[src/rtl/fp_addsub_pipe.sv]
// fp_addsub_pipe: four-stage floating-point add/subtract with round-to-nearest-even,
// special-value handling, a tag carried with each op and a single global stall.
module fp_addsub_pipe #(
    parameter int EXP_W = 8,
    parameter int MAN_W = 23,
    parameter int TAG_W = 4
) (
    input  logic                 clk,
    input  logic                 rst_n,
    input  logic                 in_valid,
    output logic                 in_ready,
    input  logic [EXP_W+MAN_W:0] in_a,
    input  logic [EXP_W+MAN_W:0] in_b,
    input  logic                 in_sub,
    input  logic [TAG_W-1:0]     in_tag,
    output logic                 out_valid,
    input  logic                 out_ready,
    output logic [EXP_W+MAN_W:0] out_res,
    output logic [TAG_W-1:0]     out_tag,
    output logic [3:0]           out_flags
);
    localparam int W   = 1 + EXP_W + MAN_W;
    localparam int MW  = MAN_W + 4;          // {hidden, fraction, G, R, S}
    localparam int EW  = EXP_W + 2;          // signed working exponent
    localparam int LZW = $clog2(MW);
    localparam logic [EXP_W-1:0]      EXP_ONES = {EXP_W{1'b1}};
    localparam logic [W-1:0]          QNAN     = {1'b0, EXP_ONES, 1'b1, {(MAN_W-1){1'b0}}};
    localparam logic signed [EW-1:0]  E_MAX    = $signed({2'b00, EXP_ONES});
    localparam logic signed [EW-1:0]  E_ONE    = EW'(1);
    localparam logic signed [EW-1:0]  E_ZERO   = EW'(0);
    localparam logic [EXP_W-1:0]      SH_MAX   = EXP_W'(MW - 1);

    // Round to nearest even; the extra top bit flags mantissa overflow.
    function automatic logic [MAN_W+1:0] round_ne(input logic [MW-1:0] m);
        logic up;
        up = m[2] & (m[1] | m[0] | m[3]);
        return {1'b0, m[MW-1:3]} + {{(MAN_W+1){1'b0}}, up};
    endfunction

    // Saturate to infinity or flush to signed zero; returns {flags, result}.
    function automatic logic [W+3:0] saturate(input logic sgn, input logic signed [EW-1:0] e,
                                               input logic [MAN_W-1:0] f, input logic inx);
        if (e >= E_MAX)
            return {4'b0110, sgn, EXP_ONES, {MAN_W{1'b0}}};
        else if (e < E_ONE)
            return {4'b0011, sgn, {(W-1){1'b0}}};
        else
            return {2'b00, inx, 1'b0, sgn, e[EXP_W-1:0], f};
    endfunction

    // Leading-zero count over the un-carried sum.
    function automatic logic [LZW-1:0] lzc(input logic [MW-1:0] m);
        logic [LZW-1:0] n;
        n = '0;
        for (int i = 0; i < MW; i++)
            if (m[i]) n = LZW'(MW - 1 - i);
        return n;
    endfunction

    logic en;
    logic out_valid_q;
    assign en       = out_ready | ~out_valid_q;
    assign in_ready = en;

    logic             sa, sb;
    logic [EXP_W-1:0] ea, eb;
    logic [MAN_W-1:0] fa, fb;
    logic             a_nan, b_nan, a_inf, b_inf, a_zero, b_zero, swap;

    assign sa     = in_a[W-1];
    assign sb     = in_b[W-1] ^ in_sub;
    assign ea     = in_a[W-2:MAN_W];
    assign eb     = in_b[W-2:MAN_W];
    assign fa     = in_a[MAN_W-1:0];
    assign fb     = in_b[MAN_W-1:0];
    assign a_nan  = (ea == EXP_ONES) && (fa != '0);
    assign b_nan  = (eb == EXP_ONES) && (fb != '0);
    assign a_inf  = (ea == EXP_ONES) && (fa == '0);
    assign b_inf  = (eb == EXP_ONES) && (fb == '0);
    assign a_zero = (ea == '0);
    assign b_zero = (eb == '0);
    assign swap   = in_b[W-2:0] > in_a[W-2:0];

    logic             vld_p1_q, vld_p2_q, vld_p3_q;
    logic [TAG_W-1:0] tag_p1_q, tag_p2_q, tag_p3_q;

    logic             sgn_l_p1_d, sgn_s_p1_d, spec_p1_d;
    logic [EXP_W-1:0] exp_l_p1_d, dexp_p1_d;
    logic [MAN_W:0]   man_l_p1_d, man_s_p1_d;
    logic [W-1:0]     spec_res_p1_d;
    logic [3:0]       spec_flg_p1_d;

    logic             sgn_l_p1_q, sgn_s_p1_q, spec_p1_q;
    logic [EXP_W-1:0] exp_l_p1_q, dexp_p1_q;
    logic [MAN_W:0]   man_l_p1_q, man_s_p1_q;
    logic [W-1:0]     spec_res_p1_q;
    logic [3:0]       spec_flg_p1_q;

    // Stage 1: classify, order operands so |L| >= |S|, resolve specials.
    always_comb begin
        sgn_l_p1_d    = swap ? sb : sa;
        sgn_s_p1_d    = swap ? sa : sb;
        exp_l_p1_d    = swap ? eb : ea;
        dexp_p1_d     = swap ? (eb - ea) : (ea - eb);
        man_l_p1_d    = {1'b1, swap ? fb : fa};
        man_s_p1_d    = {1'b1, swap ? fa : fb};
        spec_p1_d     = 1'b1;
        spec_res_p1_d = '0;
        spec_flg_p1_d = 4'b0000;
        if (a_nan || b_nan) begin
            spec_res_p1_d = QNAN;
        end else if (a_inf && b_inf) begin
            if (sa != sb) begin
                spec_res_p1_d = QNAN;
                spec_flg_p1_d = 4'b1000;
            end else begin
                spec_res_p1_d = {sa, EXP_ONES, {MAN_W{1'b0}}};
            end
        end else if (a_inf) begin
            spec_res_p1_d = {sa, EXP_ONES, {MAN_W{1'b0}}};
        end else if (b_inf) begin
            spec_res_p1_d = {sb, EXP_ONES, {MAN_W{1'b0}}};
        end else if (a_zero && b_zero) begin
            spec_res_p1_d = {sa & sb, {(W-1){1'b0}}};
            spec_flg_p1_d = 4'b0001;
        end else if (b_zero) begin
            spec_res_p1_d = in_a;
        end else if (a_zero) begin
            spec_res_p1_d = {sb, in_b[W-2:0]};
        end else begin
            spec_p1_d = 1'b0;
        end
    end

    logic [EXP_W-1:0] shamt;
    logic [2*MW-1:0]  wide;
    logic [MW-1:0]    man_al;
    logic [MW:0]      sum_p2_d;

    logic             sgn_p2_q, spec_p2_q;
    logic [EXP_W-1:0] exp_l_p2_q;
    logic [MW:0]      sum_p2_q;
    logic [W-1:0]     spec_res_p2_q;
    logic [3:0]       spec_flg_p2_q;

    // Stage 2: align the smaller mantissa collecting sticky, then add or subtract.
    always_comb begin
        shamt     = (dexp_p1_q > SH_MAX) ? SH_MAX : dexp_p1_q;
        wide      = {man_s_p1_q, 3'b000, {MW{1'b0}}} >> shamt;
        man_al    = wide[2*MW-1:MW];
        man_al[0] = man_al[0] | (|wide[MW-1:0]);
        if (sgn_l_p1_q ^ sgn_s_p1_q)
            sum_p2_d = {1'b0, man_l_p1_q, 3'b000} - {1'b0, man_al};
        else
            sum_p2_d = {1'b0, man_l_p1_q, 3'b000} + {1'b0, man_al};
    end

    logic [LZW-1:0]          lz;
    logic [MW-1:0]           man_p3_d;
    logic signed [EW-1:0]    exp_p3_d;
    logic                    zero_p3_d;

    logic                    sgn_p3_q, spec_p3_q, zero_p3_q;
    logic [MW-1:0]           man_p3_q;
    logic signed [EW-1:0]    exp_p3_q;
    logic [W-1:0]            spec_res_p3_q;
    logic [3:0]              spec_flg_p3_q;

    // Stage 3: normalise on carry-out (right by one) or by leading-zero count.
    always_comb begin
        lz        = lzc(sum_p2_q[MW-1:0]);
        zero_p3_d = (sum_p2_q == '0);
        if (sum_p2_q[MW]) begin
            man_p3_d = {sum_p2_q[MW:2], sum_p2_q[1] | sum_p2_q[0]};
            exp_p3_d = $signed({2'b00, exp_l_p2_q}) + E_ONE;
        end else begin
            man_p3_d = sum_p2_q[MW-1:0] << lz;
            exp_p3_d = $signed({2'b00, exp_l_p2_q}) - $signed({{(EW-LZW){1'b0}}, lz});
        end
    end

    logic [MAN_W+1:0]     rnd;
    logic [MAN_W-1:0]     frac4;
    logic signed [EW-1:0] exp4;
    logic                 inexact4;
    logic [W+3:0]         packed4;
    logic [W-1:0]         out_res_d;
    logic [3:0]           out_flags_d;

    logic [W-1:0]         out_res_q;
    logic [TAG_W-1:0]     out_tag_q;
    logic [3:0]           out_flags_q;

    // Stage 4: round, re-normalise, saturate/flush and pick the special result.
    always_comb begin
        rnd      = round_ne(man_p3_q);
        frac4    = rnd[MAN_W+1] ? rnd[MAN_W:1] : rnd[MAN_W-1:0];
        exp4     = exp_p3_q + (rnd[MAN_W+1] ? E_ONE : E_ZERO);
        inexact4 = |man_p3_q[2:0];
        packed4  = saturate(sgn_p3_q, exp4, frac4, inexact4);
        if (spec_p3_q)
            {out_flags_d, out_res_d} = {spec_flg_p3_q, spec_res_p3_q};
        else if (zero_p3_q)
            {out_flags_d, out_res_d} = {4'b0001, {W{1'b0}}};
        else
            {out_flags_d, out_res_d} = packed4;
    end

    // Control: stage valids and the visible output register, cleared asynchronously.
    always_ff @(posedge clk or negedge rst_n) begin
        if (!rst_n) begin
            vld_p1_q    <= 1'b0;
            vld_p2_q    <= 1'b0;
            vld_p3_q    <= 1'b0;
            out_valid_q <= 1'b0;
            out_res_q   <= '0;
            out_tag_q   <= '0;
            out_flags_q <= '0;
        end else if (en) begin
            vld_p1_q    <= in_valid;
            vld_p2_q    <= vld_p1_q;
            vld_p3_q    <= vld_p2_q;
            out_valid_q <= vld_p3_q;
            if (vld_p3_q) begin
                out_res_q   <= out_res_d;
                out_tag_q   <= tag_p3_q;
                out_flags_q <= out_flags_d;
            end
        end
    end

    // Datapath: no reset needed, every stage is qualified by its valid bit.
    always_ff @(posedge clk) begin
        if (en) begin
            tag_p1_q      <= in_tag;
            sgn_l_p1_q    <= sgn_l_p1_d;
            sgn_s_p1_q    <= sgn_s_p1_d;
            exp_l_p1_q    <= exp_l_p1_d;
            dexp_p1_q     <= dexp_p1_d;
            man_l_p1_q    <= man_l_p1_d;
            man_s_p1_q    <= man_s_p1_d;
            spec_p1_q     <= spec_p1_d;
            spec_res_p1_q <= spec_res_p1_d;
            spec_flg_p1_q <= spec_flg_p1_d;

            tag_p2_q      <= tag_p1_q;
            sgn_p2_q      <= sgn_l_p1_q;
            exp_l_p2_q    <= exp_l_p1_q;
            sum_p2_q      <= sum_p2_d;
            spec_p2_q     <= spec_p1_q;
            spec_res_p2_q <= spec_res_p1_q;
            spec_flg_p2_q <= spec_flg_p1_q;

            tag_p3_q      <= tag_p2_q;
            sgn_p3_q      <= sgn_p2_q;
            man_p3_q      <= man_p3_d;
            exp_p3_q      <= exp_p3_d;
            zero_p3_q     <= zero_p3_d;
            spec_p3_q     <= spec_p2_q;
            spec_res_p3_q <= spec_res_p2_q;
            spec_flg_p3_q <= spec_flg_p2_q;
        end
    end

    assign out_valid = out_valid_q;
    assign out_res   = out_res_q;
    assign out_tag   = out_tag_q;
    assign out_flags = out_flags_q;

endmodule

[config.mk]
export PLATFORM = sky130hd
export DESIGN_NAME = fp_addsub_pipe
export DESIGN_NICKNAME = d
export VERILOG_FILES = /design/src/rtl/fp_addsub_pipe.sv
export SDC_FILE = /design/constraint.sdc
export NUM_CORES = 1
export LEC_CHECK = 0
export ABC_AREA = 1
export CORE_MARGIN = 10
export CORE_UTILIZATION = 35
export CTS_BUF_LIST = sky130_fd_sc_hd__clkbuf_4 sky130_fd_sc_hd__clkbuf_8
export DETAILED_ROUTE_END_ITERATION = 6
export MAX_ROUTING_LAYER = met4
export PLACE_DENSITY = 0.63
export SETUP_SLACK_MARGIN = 0.2
export SLEW_MARGIN = 20
export SYNTH_ARGS = -nofsm -noshare
export SYNTH_HDL_FRONTEND = slang
export SYNTH_SLANG_ARGS = --single-unit
[constraint.sdc]
create_clock -name clk -period 13.1 [get_ports clk]
set_clock_uncertainty 0.05 [all_clocks]
set_input_delay 2.62 -clock clk [delete_from_list [all_inputs] [get_ports clk]]
set_output_delay 2.62 -clock clk [all_outputs]
set_load 0.05 [all_outputs]
Figure 1. Routed clock nets over the placement.
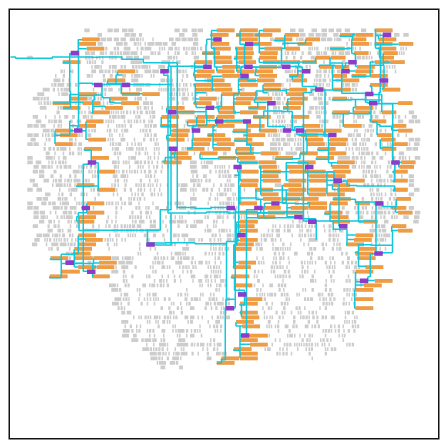
[cyan] clock wires | length: 4180 um
[orange] flip-flops | count: 301
[purple] clock-net drivers | count: 51
routed clock nets: 52

Figure 2. Clock routing.
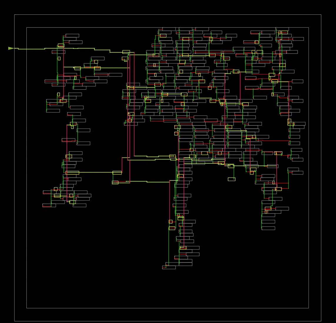
registers: 301
clock buffer count: 65

Figure 3. Signal wires on met1.
Supply wires on this layer in grey.
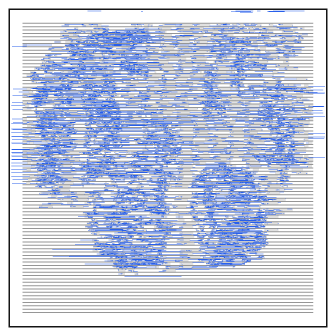
longest straight run: 113 um
nets with wire on the layer: 2531
main direction: horizontal

Figure 4. Cells coloured by class.
Bar = 100 um.
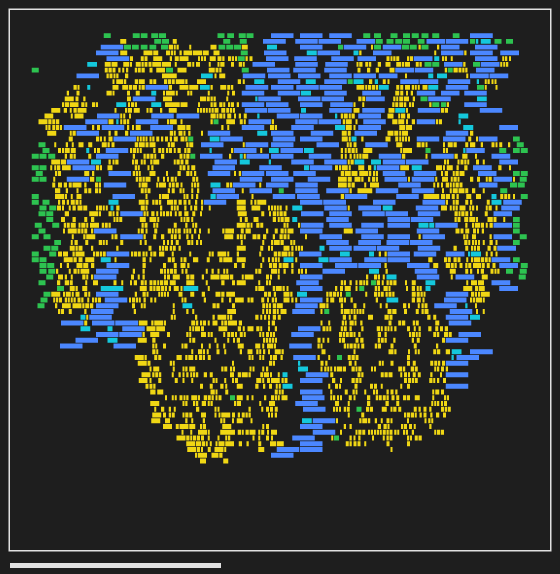
| colour | class | cells |
|---|---|---|
| yellow | remaining logic cells | 1999 |
| blue | sequential cells | 301 |
| green | remaining buffers and delay cells | 132 |
| cyan | clock drivers and dummy loads | 92 |
final core utilization: 0.4047
Finished Cell Area: 22250 sq um
Core Footprint: 54990 sq um
Core Rows: 86
Seq area share: 0.3963

==> run summary <==
Outcome = finished clean
Synth cell types = 57
Crit path to = in_ready
Detailed-route vias per instance = 5.189
Synth logic family = simple AND/OR/NAND/NOR gates
Crit path time final = 7.588 ns
Antenna violations before repair = 0
DR vias = 16980
TNS Setup = 0 ns
OpenROAD warnings = 59
Post-synth ARST share = 0.1462
WP data required = 10.43 ns
Post-Synthesis Cells = 2391
DR top layer = met4
Initial DRC Count = 1423
Drc violations = 0
DIE AREA = 65320 sq um
Top pwr grp = combinational cells
P_comb = 2.43 mW
Worst vdd ir = 0.1143 mV
Largest area contributor in the netlist = edfxtp_1
Commonest cells post-synth = nand2_1 (576), inv_1 (274), edfxtp_1 (257)
Cell count in the Yosys report = 2391
Nonclk buf count = 132
Delay-heaviest family, CP = buffers and inverters
Most frequent CP cell = clkdlybuf4s50_1
Number of enable flip-flop cells = 257
Worst Path Arrival = 4.92 ns
Placed Cells = 3180
Final setup fails = 0
HPWL after DPL = 46.91 mm
Biggest area cells = edfxtp_1 (40%), nand2_1 (11%), ha_1 (6.1%)
Clock network power = 0.818 mW
Post-CTS Hold Buffers = 0
Late-Pin Clk Latency = 0.66 ns
CP bufs+invs = 3
Hold_sp = spec_res_p1_q[15]
Fillers = 5584
Top cell excl fill/tap = nand2_1
Hold Path End = spec_res_p2_q[15]
Setup WS pre-CTS = 5.548 ns
Met1 Use GR = 0.2382
RSZ-0062 raised after global routing = false
FP Util = 0.3533
Area Overhead vs Synth = 14.56%
Largest net degree at the start of global routing = 115
Relative slew slack = 0.3444
PD cells = 227.4 nW/um^2
IO Count = 115
# port buffers = 114
#FFs+latches synth = 301
Ys Warns = 0
LEAKAGE = 9.584 nW
Power figures rest on the tool's default switching activity, not on a simulated workload.
